==> images/metal_stack.png <==
Scale: 8 px per um. Two of the layers only.
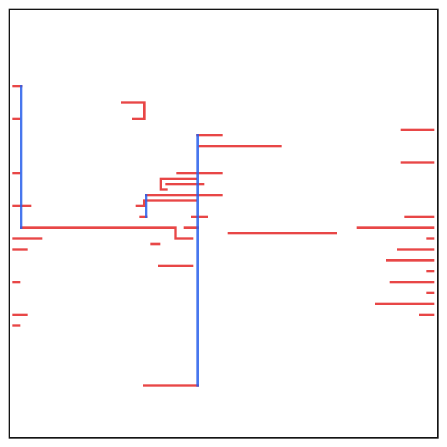
==> images/final_placement.png <==
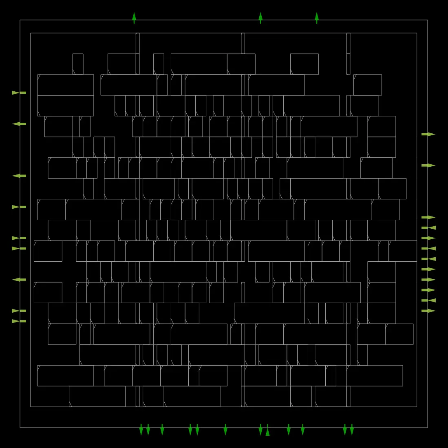
**config.mk**
```make
export PLATFORM = sky130hd
export DESIGN_NAME = pending_request_encoder
export DESIGN_NICKNAME = d
export VERILOG_FILES = /design/src/rtl/enc_pkg.sv /design/src/rtl/lowest_set_pick.sv /design/src/rtl/pending_request_encoder.sv
export SDC_FILE = /design/constraint.sdc
export NUM_CORES = 1
export LEC_CHECK = 0
export ABC_AREA = 1
export CAP_MARGIN = 40
export CORE_MARGIN = 1
export CORE_UTILIZATION = 47
export DETAILED_ROUTE_END_ITERATION = 7
export GPL_TIMING_DRIVEN = 0
export PLACE_DENSITY = 0.85
export REMOVE_ABC_BUFFERS = 1
export SETUP_SLACK_MARGIN = 0.3
export SKIP_CTS_REPAIR_TIMING = 1
export SYNTH_ARGS = -nofsm -noshare
export SYNTH_HDL_FRONTEND = slang
export SYNTH_SLANG_ARGS = --single-unit
```
**constraint.sdc**
```tcl
create_clock -name clk -period 3.3 [get_ports clk]
set_input_delay 0.495 -clock clk [delete_from_list [all_inputs] [get_ports clk]]
set_output_delay 0.495 -clock clk [all_outputs]
set_load 0.03 [all_outputs]
```
**src/rtl/enc_pkg.sv**
```systemverilog
// Shared constants, output FSM state type and popcount helper for the
// pending request encoder.
package enc_pkg;

  localparam int MODE_FIXED = 0;
  localparam int MODE_RR    = 1;

  typedef enum logic {
    ST_IDLE,
    ST_HOLD
  } out_state_e;

  function automatic int unsigned popcount(input logic [63:0] v);
    int unsigned c;
    c = 0;
    for (int unsigned i = 0; i < 64; i++) begin
      c += 32'(v[i]);
    end
    return c;
  endfunction

endpackage

```
**src/rtl/lowest_set_pick.sv**
```systemverilog
// Combinational finder for the lowest set bit of a vector: reports whether
// any bit is set, its binary index and its one-hot.
module lowest_set_pick
  import enc_pkg::*;
#(
  parameter int N = 8,
  parameter int W = $clog2(N)
) (
  input  logic [N-1:0] vec_i,
  output logic         found_o,
  output logic [W-1:0] idx_o,
  output logic [N-1:0] onehot_o
);

  assign found_o = |vec_i;

  // Scan downwards so the last hit written is the lowest index.
  always_comb begin
    idx_o    = '0;
    onehot_o = '0;
    for (int unsigned i = N; i > 0; i--) begin
      if (vec_i[i-1]) begin
        idx_o         = W'(i - 1);
        onehot_o      = '0;
        onehot_o[i-1] = 1'b1;
      end
    end
  end

endmodule

```
**src/rtl/pending_request_encoder.sv**
```systemverilog
// Registered request encoder: sticky pending bits, fixed or round-robin
// selection, valid/ready presentation of index and one-hot.
module pending_request_encoder
  import enc_pkg::*;
#(
  parameter int N    = 8,
  parameter int W    = $clog2(N),
  parameter int MODE = MODE_FIXED
) (
  input  logic         clk,
  input  logic         rst,
  input  logic [N-1:0] req_in,
  output logic         out_valid,
  input  logic         out_ready,
  output logic [W-1:0] out_idx,
  output logic [N-1:0] out_onehot,
  output logic [N-1:0] pending,
  output logic [W:0]   pend_count,
  output logic         overflow
);

  out_state_e   state_q, state_d;
  logic [N-1:0] pend_q, pend_d;
  logic [W-1:0] idx_q, idx_d;
  logic [N-1:0] oh_q, oh_d;
  logic         ovf_q, ovf_d;

  logic         accept;
  logic [N-1:0] clr;
  logic [N-1:0] cand;
  logic         sel_found;
  logic [W-1:0] sel_idx;
  logic [N-1:0] sel_oh;

  assign accept = (state_q == ST_HOLD) && out_ready;
  assign clr    = accept ? oh_q : '0;
  // The presented bit stays in pend_q until accepted, so cand excludes it
  // only in the accept cycle; same-cycle req_in is deliberately not in cand.
  assign cand   = pend_q & ~clr;
  assign pend_d = cand | req_in;
  assign ovf_d  = |(req_in & cand);

  if (MODE == MODE_RR) begin : g_rr
    logic [W-1:0] ptr_q;
    logic         ptr_vld_q;
    logic [W-1:0] eff_ptr;
    logic         eff_vld;
    logic [N-1:0] hi_mask;
    logic [N-1:0] masked;
    logic         m_found, u_found;
    logic [W-1:0] m_idx, u_idx;
    logic [N-1:0] m_oh, u_oh;

    // The index being accepted counts as the pointer for the selection
    // made in the same cycle; before any grant every index is eligible.
    assign eff_ptr = accept ? idx_q : ptr_q;
    assign eff_vld = accept || ptr_vld_q;

    always_comb begin
      hi_mask = '0;
      for (int unsigned i = 0; i < N; i++) begin
        hi_mask[i] = !eff_vld || (i > 32'(eff_ptr));
      end
    end

    assign masked = cand & hi_mask;

    lowest_set_pick #(.N(N), .W(W)) u_pick_masked (
      .vec_i    (masked),
      .found_o  (m_found),
      .idx_o    (m_idx),
      .onehot_o (m_oh)
    );

    lowest_set_pick #(.N(N), .W(W)) u_pick_all (
      .vec_i    (cand),
      .found_o  (u_found),
      .idx_o    (u_idx),
      .onehot_o (u_oh)
    );

    assign sel_found = u_found;
    assign sel_idx   = m_found ? m_idx : u_idx;
    assign sel_oh    = m_found ? m_oh  : u_oh;

    always_ff @(posedge clk) begin
      if (rst) begin
        ptr_q     <= '0;
        ptr_vld_q <= 1'b0;
      end else if (accept) begin
        ptr_q     <= idx_q;
        ptr_vld_q <= 1'b1;
      end
    end
  end else begin : g_fixed
    lowest_set_pick #(.N(N), .W(W)) u_pick (
      .vec_i    (cand),
      .found_o  (sel_found),
      .idx_o    (sel_idx),
      .onehot_o (sel_oh)
    );
  end

  always_comb begin
    state_d = state_q;
    idx_d   = idx_q;
    oh_d    = oh_q;
    unique case (state_q)
      ST_IDLE: begin
        if (sel_found) begin
          state_d = ST_HOLD;
          idx_d   = sel_idx;
          oh_d    = sel_oh;
        end
      end
      ST_HOLD: begin
        if (accept) begin
          if (sel_found) begin
            idx_d = sel_idx;
            oh_d  = sel_oh;
          end else begin
            state_d = ST_IDLE;
            oh_d    = '0;
          end
        end
      end
      default: state_d = ST_IDLE;
    endcase
  end

  always_ff @(posedge clk) begin
    if (rst) begin
      state_q <= ST_IDLE;
      pend_q  <= '0;
      idx_q   <= '0;
      oh_q    <= '0;
      ovf_q   <= 1'b0;
    end else begin
      state_q <= state_d;
      pend_q  <= pend_d;
      idx_q   <= idx_d;
      oh_q    <= oh_d;
      ovf_q   <= ovf_d;
    end
  end

  assign out_valid  = (state_q == ST_HOLD);
  assign out_idx    = idx_q;
  assign out_onehot = oh_q;
  assign pending    = pend_q;
  assign overflow   = ovf_q;
  assign pend_count = (W+1)'(popcount(64'(pend_q)));

endmodule

```
==> results.rst <==
Physical design figures
=======================

.. list-table::
   :header-rows: 1

   * - Metric
     - Value
   * - Static leakage
     - 0.782 nW
   * - Buffer share of cell area
     - 21.6%
   * - Total met2 wirelength after detailed routing
     - 1.56 mm
   * - Crit Path Max Fanout
     - 3
   * - Synthesized chip area reported by yosys
     - 1240 um2
   * - Average footprint of a synthesized cell
     - 7.30 um2
   * - Number of H-tree levels
     - 1
   * - Violated checks
     - setup timing
   * - Peak per-stage delay on the critical path
     - 0.55 ns
   * - Power attributed to sequential cells
     - 0.000290 W
   * - Clock-cell share
     - 1.64%
   * - Most used logic cell in the final layout
     - clkdlybuf4s50_1
   * - TritonCTS clock tree
     - built
   * - Highest metal layer used by the detailed router
     - met4
   * - GRT Max-Usage Layer
     - met2
   * - Count of final setup violators
     - 3
   * - Post-synth seq share
     - 33.9%
   * - Clock transition at the registers of the reported paths
     - 0.12 ns
   * - Met3 track demand over resource
     - 3.74%
   * - Synthesized-area fraction occupied by ao, oa, aoi and oai cells
     - 8.57%
   * - Number of well-tap cells placed
     - 30
   * - Unrepaired setup endpoints after global routing
     - yes
   * - Critical path origin
     - pending[0]
   * - Worst setup EP type
     - output pin
   * - Maximum clock frequency
     - 277 MHz
   * - Xor/xnor share
     - 0.706%
   * - PwrDens
     - 464 nW/um2
   * - OpenROAD warning count
     - 26
   * - Flop-to-flop setup slack
     - 1.55 ns
   * - Area enclosed by the die boundary
     - 2850 um2
   * - DRT Pass-1 Iters
     - 4
   * - Number of cells in the yosys synthesis report
     - 170
   * - Sw frac
     - 39.8%
   * - Multiplexer share of the synthesized area
     - 0%
   * - Largest class
     - combinational gates
   * - Cell chain of the critical path
     - fa_1 -> inv_2 -> fa_1 -> fa_1 -> inv_2 -> ha_4 -> inv_2 -> fa_2 -> inv_2 -> buf_6
   * - Largest Pwr Group
     - combinational cells
   * - Share of cells above drive strength 1
     - 19.3%
   * - Sink of the worst hold path
     - out_idx[2]
   * - RR Startpoint
     - out_valid
   * - Number of library cell types mapped by synthesis
     - 21
   * - CP max-delay cell
     - fa_1
   * - Post-Synth Simple-Gate Area
     - 36.2%
   * - Number of global-route vias before repair
     - 1,117
   * - Final setup margin
     - -0.317 ns
   * - Reg-to-Reg End
     - out_onehot[3]
   * - Initial cell density of the core
     - 50.1%
   * - Comb group
     - 0.000358 W
   * - Relative contribution of combinational cells to total power
     - 46.0%
   * - Multi-input gates
     - 115
   * - First-pass GRT wire length
     - 4.91 mm
   * - Critical path destination
     - pend_count[1]
   * - GP Congestion
     - 0.837
   * - Max-slew violation count
     - 0
   * - Non-Clock Inverter Count
     - 31
   * - Number of cells after detailed placement
     - 232
   * - Post-layout instance count excluding filler cells
     - 237
   * - DRC violation count after routing
     - 0
   * - Number of input and output port buffers inserted
     - 35
   * - Synth warnings
     - 0
   * - HPWL after DPL
     - 2.33 mm
   * - Internal power
     - 0.000468 W
   * - Met3 Routed Length
     - 164 um
   * - Largest delay contributor family on the critical path
     - adder cells
   * - Number of inserted diodes
     - 0
   * - Critical path buffers and inverters
     - 5
   * - Worst setup path category
     - register to output pin
   * - Number of hold violations in the final report
     - 0
   * - Result of the run
     - finished, violations left
   * - Pre-CTS worst setup slack
     - -0.569 ns
   * - Hold Path Depth
     - 2
   * - Met2 Use GR
     - 44.6%
   * - Flip-flop and latch area
     - 424 um2
About metal_stack.png:
Key: blue = met4 [wire length 51.7 um]; red = met3 [wire length 165 um]
overall via count from detail_route: 1,233
post-detailed-route wirelength per cell: 12.9 um
total routing usage reported by global routing: 24.5%
wirelength, routed: 3.07 mm

About final_placement.png:
cell row count: 18
Seq area share: 25.3%
Core Area: 2480 um2
filler cell count in the final layout: 218

## synth_stat cells
master / n / share of area [%]
buf_4: 1 / 0.61
nand3_2: 3 / 2.4
nand2_1: 20 / 6.0
a31oi_1: 1 / 0.50
nor2_1: 25 / 7.6
nand2_2: 11 / 5.5
nand4_1: 3 / 1.5
fa_1: 4 / 6.5
nand2_4: 4 / 3.6
clkbuf_1: 1 / 0.30
nand3_1: 19 / 7.7
xnor2_1: 1 / 0.71
a21oi_1: 13 / 5.2
ha_1: 3 / 3.0
buf_6: 1 / 0.91
o22ai_1: 4 / 2.0
inv_2: 2 / 0.61
nor2_4: 2 / 1.8
inv_1: 29 / 8.8
o21ai_0: 2 / 0.81
dfxtp_1: 21 / 34
No activity file was given, so power comes from the tool's default toggle rates.
